[config.mk]
export PLATFORM = sky130hd
export DESIGN_NAME = gcn_agg_classify
export DESIGN_NICKNAME = d
export VERILOG_FILES = /design/src/rtl/gcn_agg_classify.sv
export SDC_FILE = /design/constraint.sdc
export NUM_CORES = 2
export LEC_CHECK = 0
export CORE_MARGIN = 1
export CORE_UTILIZATION = 35
export DETAILED_ROUTE_END_ITERATION = 6
export GPL_TIMING_DRIVEN = 0
export PLACE_DENSITY_LB_ADDON = 0.3
export SYNTH_ARGS = -nofsm -noshare
export SYNTH_HDL_FRONTEND = slang
export SYNTH_SLANG_ARGS = --single-unit
[constraint.sdc]
create_clock -name clk -period 5.7 [get_ports clk]
set_clock_uncertainty 0.05 [all_clocks]
set_input_delay 0.57 -clock clk [delete_from_list [all_inputs] [get_ports clk]]
set_output_delay 0.57 -clock clk [all_outputs]
set_load 0.02 [all_outputs]
[src/rtl/gcn_agg_classify.sv]
// Purpose: store transformed node rows, accumulate COO edges into saturating per-node sums, report per-node argmax class.
// Latency: start -> INIT (1 cycle) -> AGG (1 edge/cycle) -> CLASSIFY (NUM_NODES cycles) -> DONE (1 cycle pulse) -> IDLE.
// Backpressure: edge_ready is high only in AGG and comes from registered state; edges are held off in every other state.
module gcn_agg_classify #(
    parameter int NUM_NODES   = 6,
    parameter int NUM_CLASSES = 3,
    parameter int VALUE_WIDTH = 16,
    parameter int ACC_WIDTH   = 20,
    parameter int MAX_EDGES   = 64,
    parameter int NODE_BW     = $clog2(NUM_NODES),
    parameter int CLASS_BW    = $clog2(NUM_CLASSES),
    parameter int EDGE_BW     = $clog2(MAX_EDGES + 1)
) (
    input  logic                   clk,
    input  logic                   reset,
    input  logic                   start,
    input  logic [EDGE_BW-1:0]     num_edges,
    input  logic                   self_loop_en,
    input  logic                   fm_wr_en,
    input  logic [NODE_BW-1:0]     fm_wr_row,
    input  logic [VALUE_WIDTH-1:0] fm_wr_data [0:NUM_CLASSES-1],
    input  logic                   edge_valid,
    output logic                   edge_ready,
    input  logic [NODE_BW-1:0]     edge_src,
    input  logic [NODE_BW-1:0]     edge_dst,
    output logic                   busy,
    output logic                   done,
    output logic                   class_valid,
    output logic [NODE_BW-1:0]     class_node,
    output logic [CLASS_BW-1:0]    class_idx,
    output logic [CLASS_BW-1:0]    max_addi_answer [0:NUM_NODES-1],
    output logic                   overflow,
    output logic                   bad_edge
);

    typedef enum logic [2:0] {
        S_IDLE,
        S_INIT,
        S_AGG,
        S_CLASSIFY,
        S_DONE
    } state_t;

    // One extra bit so a row/edge index can be range-checked even when NUM_NODES is a power of two.
    localparam logic [NODE_BW:0]   NODE_LIMIT = (NODE_BW + 1)'(NUM_NODES);
    localparam logic [NODE_BW-1:0] LAST_NODE  = NODE_BW'(NUM_NODES - 1);

    state_t                 state;
    state_t                 state_nxt;

    logic [VALUE_WIDTH-1:0] fm  [0:NUM_NODES-1][0:NUM_CLASSES-1];
    logic [ACC_WIDTH-1:0]   acc [0:NUM_NODES-1][0:NUM_CLASSES-1];

    logic [EDGE_BW-1:0]     num_edges_q;
    logic [EDGE_BW-1:0]     edge_cnt;
    logic                   self_loop_q;
    logic [NODE_BW-1:0]     cls_cnt;

    logic                   edge_fire;
    logic                   edge_ok;
    logic                   last_edge;
    logic                   last_node;
    logic                   wr_ok;

    logic [ACC_WIDTH:0]     sum_wide [0:NUM_CLASSES-1];
    logic [ACC_WIDTH-1:0]   sum_sat  [0:NUM_CLASSES-1];
    logic                   sat_any;

    logic [ACC_WIDTH-1:0]   best_val;
    logic [CLASS_BW-1:0]    best_idx;

    assign edge_fire = edge_valid && (state == S_AGG);
    assign edge_ok   = ({1'b0, edge_src} < NODE_LIMIT) && ({1'b0, edge_dst} < NODE_LIMIT);
    assign last_edge = (edge_cnt + EDGE_BW'(1)) == num_edges_q;
    assign last_node = (cls_cnt == LAST_NODE);
    assign wr_ok     = fm_wr_en && (state == S_IDLE) && ({1'b0, fm_wr_row} < NODE_LIMIT);

    // State register.
    always_ff @(posedge clk) begin
        if (reset) begin
            state <= S_IDLE;
        end else begin
            state <= state_nxt;
        end
    end

    // Next-state and state-decoded outputs; edge_ready depends on state alone.
    always_comb begin
        state_nxt   = state;
        edge_ready  = 1'b0;
        busy        = (state != S_IDLE);
        done        = 1'b0;
        class_valid = 1'b0;
        class_node  = '0;
        class_idx   = '0;
        case (state)
            S_IDLE: begin
                if (start) begin
                    state_nxt = S_INIT;
                end
            end
            S_INIT: begin
                state_nxt = (num_edges_q == '0) ? S_CLASSIFY : S_AGG;
            end
            S_AGG: begin
                edge_ready = 1'b1;
                if (edge_valid && last_edge) begin
                    state_nxt = S_CLASSIFY;
                end
            end
            S_CLASSIFY: begin
                class_valid = 1'b1;
                class_node  = cls_cnt;
                class_idx   = best_idx;
                if (last_node) begin
                    state_nxt = S_DONE;
                end
            end
            S_DONE: begin
                done      = 1'b1;
                state_nxt = S_IDLE;
            end
            default: begin
                state_nxt = S_IDLE;
            end
        endcase
    end

    // Saturating add of the source row onto the destination accumulator row.
    always_comb begin
        sat_any = 1'b0;
        for (int c = 0; c < NUM_CLASSES; c++) begin
            sum_wide[c] = (ACC_WIDTH + 1)'(acc[edge_dst][c]) + (ACC_WIDTH + 1)'(fm[edge_src][c]);
            sum_sat[c]  = sum_wide[c][ACC_WIDTH] ? {ACC_WIDTH{1'b1}} : sum_wide[c][ACC_WIDTH-1:0];
            sat_any     = sat_any | sum_wide[c][ACC_WIDTH];
        end
    end

    // Argmax over the row being classified; strict compare keeps ties on the lowest class.
    always_comb begin
        best_val = acc[cls_cnt][0];
        best_idx = '0;
        for (int c = 1; c < NUM_CLASSES; c++) begin
            if (acc[cls_cnt][c] > best_val) begin
                best_val = acc[cls_cnt][c];
                best_idx = CLASS_BW'(c);
            end
        end
    end

    // Transformed-row store; writable only while idle, persists across runs.
    always_ff @(posedge clk) begin
        if (reset) begin
            for (int n = 0; n < NUM_NODES; n++) begin
                for (int c = 0; c < NUM_CLASSES; c++) begin
                    fm[n][c] <= '0;
                end
            end
        end else if (wr_ok) begin
            for (int c = 0; c < NUM_CLASSES; c++) begin
                fm[fm_wr_row][c] <= fm_wr_data[c];
            end
        end
    end

    // Accumulators: seeded in INIT, updated per in-range edge in AGG.
    always_ff @(posedge clk) begin
        if (reset) begin
            for (int n = 0; n < NUM_NODES; n++) begin
                for (int c = 0; c < NUM_CLASSES; c++) begin
                    acc[n][c] <= '0;
                end
            end
        end else if (state == S_INIT) begin
            for (int n = 0; n < NUM_NODES; n++) begin
                for (int c = 0; c < NUM_CLASSES; c++) begin
                    acc[n][c] <= self_loop_q ? ACC_WIDTH'(fm[n][c]) : '0;
                end
            end
        end else if (edge_fire && edge_ok) begin
            for (int c = 0; c < NUM_CLASSES; c++) begin
                acc[edge_dst][c] <= sum_sat[c];
            end
        end
    end

    // Run bookkeeping: latched config, counters, sticky flags and held per-node answers.
    always_ff @(posedge clk) begin
        if (reset) begin
            num_edges_q <= '0;
            self_loop_q <= 1'b0;
            edge_cnt    <= '0;
            cls_cnt     <= '0;
            overflow    <= 1'b0;
            bad_edge    <= 1'b0;
            for (int n = 0; n < NUM_NODES; n++) begin
                max_addi_answer[n] <= '0;
            end
        end else begin
            case (state)
                S_IDLE: begin
                    if (start) begin
                        num_edges_q <= num_edges;
                        self_loop_q <= self_loop_en;
                        overflow    <= 1'b0;
                        bad_edge    <= 1'b0;
                        for (int n = 0; n < NUM_NODES; n++) begin
                            max_addi_answer[n] <= '0;
                        end
                    end
                end
                S_INIT: begin
                    edge_cnt <= '0;
                    cls_cnt  <= '0;
                end
                S_AGG: begin
                    if (edge_fire) begin
                        edge_cnt <= edge_cnt + EDGE_BW'(1);
                        if (!edge_ok) begin
                            bad_edge <= 1'b1;
                        end else if (sat_any) begin
                            overflow <= 1'b1;
                        end
                    end
                end
                S_CLASSIFY: begin
                    max_addi_answer[cls_cnt] <= best_idx;
                    if (!last_node) begin
                        cls_cnt <= cls_cnt + NODE_BW'(1);
                    end
                end
                default: begin
                end
            endcase
        end
    end

endmodule
A small window of the routed layout:
Bar = 5 um. Window x 264 to 284, y 264 to 284 um. Cells in grey, sequential cells in the stronger grey; small squares are vias.
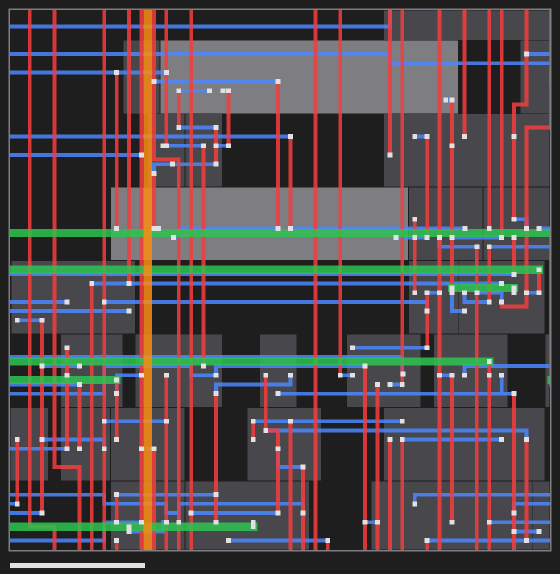
Key: green = metal 3; orange = metal 4; blue = metal 1; red = metal 2
Sequential cells in the window: 2. 23 logic cells have their middle in the window. Netlist names of flops here include `acc` (2).

Wiring heat map:
37 x 37 tiles, from white (low) to dark blue (high), scaled to the fullest tile. Values are wire area over tile area, all layers added.
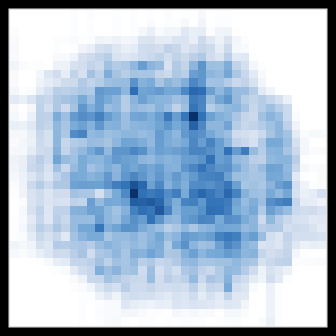
17% of the tiles are over half the peak. 25% of the tiles are nearly empty. The fullest tile reaches 0.95. The mean over all tiles is 0.24. The emptiest ninth of the die: top right. The densest ninth of the die: middle.
final wirelength: 185 mm
GRT Overall Usage: 27.5%
Vias: 34500
wire per inst: 32.0 um

==> run_results.csv <==
group,metric,value,unit
logic_synthesis,async_flop_share,0,%
global_routing,grt-ovfl-total,0,
floorplan,core,131000,um^2
global_routing,grt_start_max_net_pins,43,
worst_setup_path,rrSetupSlack,-0.61,ns
floorplan,die_width,365,um
timing,grt_setup_unrepaired,"true",
logic_synthesis,ff_type,"edfxtp_1",
floorplan,num_rows,133,
logic_synthesis,ys_chip_area,46200,um^2
place,gp_congestion,1.01,
worst_setup_path,crit_required,5.08,ns
logic_synthesis,largest_area_cell,"edfxtp_1",
logic_synthesis,topCellsByArea,"edfxtp_1 (56%), mux4_2 (11%), and2_1 (4.2%)",
cts,cts_tree,"yes",
worst_hold_path,holdPathEnd,"self_loop_q",
route,ant_nets,0,
pwr,p_per_area,345,nW/um^2
cells_and_area,fin_util,42.3,%
worst_setup_path,cp.buffers_inverters,6,
worst_hold_path,min_from,"self_loop_q",
route,drc,0,
timing,fin_crit,7.07,ns
place,placed_cells_incl_taps,5570,
route,drt-met1-wl,71.0,mm
global_routing,grt_pass1_wl,254,mm
floorplan,chipArea,134000,um^2
timing,max-slew-margin-rel,5.02,%
logic_synthesis,syn_avg_cell_area,13.2,um^2
route,via_per_inst,5.95,
logic_synthesis,yosys_cells,3495,
cts,worst_skew_pair.late_latency,0.72,ns
logic_synthesis,synth_area,46200,um^2
cts,clkTransAtPathRegs,0.06,ns
pwr,peakVddDrop,250,uV
place,io_buffer_count,90,
route,drt_pass1_iterations,6,
worst_hold_path,hold_path.class,"reg2reg",
floorplan,ios,93,
route,drt_iter0_drc,4895,
cts,postCtsHoldBufs,0,
timing,finalClockPeriodUsage,124,%
pwr,p_leak,19.9,nW
worst_setup_path,max_stage_delay,0.66,ns
cells_and_area,layoutNonFillerInstCount,5801,
logic_synthesis,ys_types,81,
route,met3_length,23.5,mm
worst_setup_path,reg2reg_depth,22,
cells_and_area,areaGrowthSynthToFinish,20.0,%
run_status,violations,"setup timing",
cts,cts-root-buf,"clkbuf_16",
worst_setup_path,path_delay_family,"AND-OR/OR-AND gates",
timing,hold_viol,0,
route,top_layer,"met5",
cts,cts.sinks,902,
flow_run,tool_warnings,29,
cells_and_area,most-common-layout-cells,"edfxtp_1 (864), nand2_1 (315), and2_1 (307)",
logic_synthesis,synth_top_area_share,56.1,%
timing,worstMarginPinSlew,1.42,ns
logic_synthesis,syn_inst,3495,
timing,fmax,0.141,GHz
worst_setup_path,worstSetupPathType,"reg2out",
timing,final.setup.worst_slack,-1.37,ns
worst_setup_path,reg2reg_to,"max_addi_answer[8]",
worst_setup_path,slowest_stage,"o31ai_4",
worst_setup_path,cp_cell_sequence,"buf_12 -> clkbuf_16 -> buf_16 -> buf_12 -> mux4_2 -> mux2i_4 -> ha_4 -> a21oi_2 -> o21ai_4 -> a221o_2 -> o31ai_4 -> buf_4 -> o21ai_0 -> ha_1 -> a21o_1 -> a21oi_1 -> o21ai_0 -> a2111oi_4 -> a21boi_4 -> nor3_2 -> buf_4",
run_status,outcome,"finished, violations left",
worst_hold_path,whs_path_depth,2,
cells_and_area,nets,4125,
logic_synthesis,ys_warn_count,0,
flow_run,drv_cap,0,
place,hpwlAfterDp,126,mm
worst_setup_path,worstSetupStartpointType,"flop",
timing,slew_viol_final,0,
worst_setup_path,cp_max_fo,10,
global_routing,grt_pass1_vias,33500,
logic_synthesis,synth_flops,902,
worst_setup_path,cp.arrival,6.45,ns
cts,cts_max_path_buffers,3,
route,met2_length,80.1,mm
logic_synthesis,synth_seq_share,57.7,%
cells_and_area,layout_top_cell,"edfxtp_1",
worst_setup_path,cp-end-kind,"output pin",
cts,cts_max_level,3,
global_routing,antenna_found_initial,20,
floorplan,die_h,365,um
cells_and_area,layout-drive-gt1-share,18.3,%
logic_synthesis,edf_count,864,
cts,cts_buffers,101,
floorplan,fp-utilization,35.2,%
timing,setup_viol,15,
Track usage over the die:
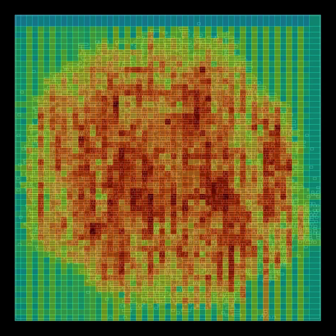
met1 GRT Util: 36.2%
busiest grt layer: met2

-- through the flow --
step                cell area [um^2]  power (W)  setup WS, ns  hold WS [ns]  setup TNS (ns)
floorplan                      47100     0.0108       0.00988         0.382               0
global placement               50200     0.0122         -4.45         0.399        -2854.25
detailed placement             50600     0.0123         -4.35         0.404        -1512.04
CTS                            55100     0.0189         -1.30         0.403           -5.49
global route                   55500     0.0197         -1.40         0.420           -7.77
finish                         55500     0.0192         -1.37         0.411           -7.74
-- sequential cells by signal, summed over array words and instances (netlist names), named ones only --
signal / cells
cls_cnt: 3
num_edges_q: 7
edge_cnt: 7
self_loop_q: 1
acc: 480
state: 3
fm: 384
max_addi_answer: 12
bad_edge: 1
overflow: 1
-- synth_stat cells (37+ instances only) --
master and number:
nand2_1 324, a22o_1 91, and2_1 308, mux4_2 224, a22oi_1 141, nor2_1 168, mux2i_1 51, a21oi_1 81
edfxtp_1 864, nand3_1 51, o21ai_0 270, clkbuf_1 191, dfxtp_1 38, nand4_1 37, ha_1 91, inv_1 74
mux2_2 101
-- where the power goes --
part	switching, W	internal, W
logic	0.00266	0.00150
clock network	0.00280	0.00358
registers	0.000403	0.00820
total	0.00587	0.0133
-- how the worst max path moves through the flow --
stage | start | to | slack [ns] | cells after the start
floorplan | flop | class_idx[0] | 0.01 | 19
global placement | edge_dst[2] | acc[3][32] | -4.45 | 22
detailed placement | flop | class_idx[0] | -4.35 | 19
CTS | flop | class_idx[0] | -1.30 | 21
global route | flop | class_idx[0] | -1.40 | 22
finish | flop | class_idx[0] | -1.37 | 21
-- area by class of cell --
class                   instances  area, um^2
fillers                     12200       75800
flip-flops and latches        902       26700
multi-input cells            2498       20000
clock buffers                 132        2690
well taps                    1755        2200
repair buffers                152        1730
plain buffers                 230        1480
clock inverters                48         408
inverters                      76         287
diodes                          8        20.0
-- worst min-delay path: stages, from the launching register on --
cell,delay [ns]
dfxtp_1,0.31
nand2_1,0.05
a21oi_1,0.06
-- cells by family (layout without fill, tap and decap cells) --
group | count (synthesis) | in the layout | share of synthesized area (%)
xor+xnor | 36 | 36 | 0.682
compound gates | 749 | 749 | 10.6
fa+ha+maj | 94 | 94 | 2.59
mux | 378 | 378 | 14.6
flops | 902 | 902 | 57.7
simple gates | 1025 | 1025 | 11.1
buf+inv | 310 | 638 | 2.61
other cells | 1 | 224 | 0.00811
-- timing repair --
item | 4_1_cts | 5_1_grt
gates cloned | 2 | 0
setup buffers | 30 | 15
gates resized | 308 | 71
endpoints found under the setup margin | 495 | 408
hold endpoints to repair | 0 | 0
pin swaps | 28 | 32
-- layer usage --
layer / vias to the layer above / GRT usage, %
met5: - / 0
met1: 17300 / 36.2
met4: 16 / 13.4
li1: 14300 / -
met2: 2406 / 41.5
met3: 528 / 8.07
Power and IR drop assume default switching activity.
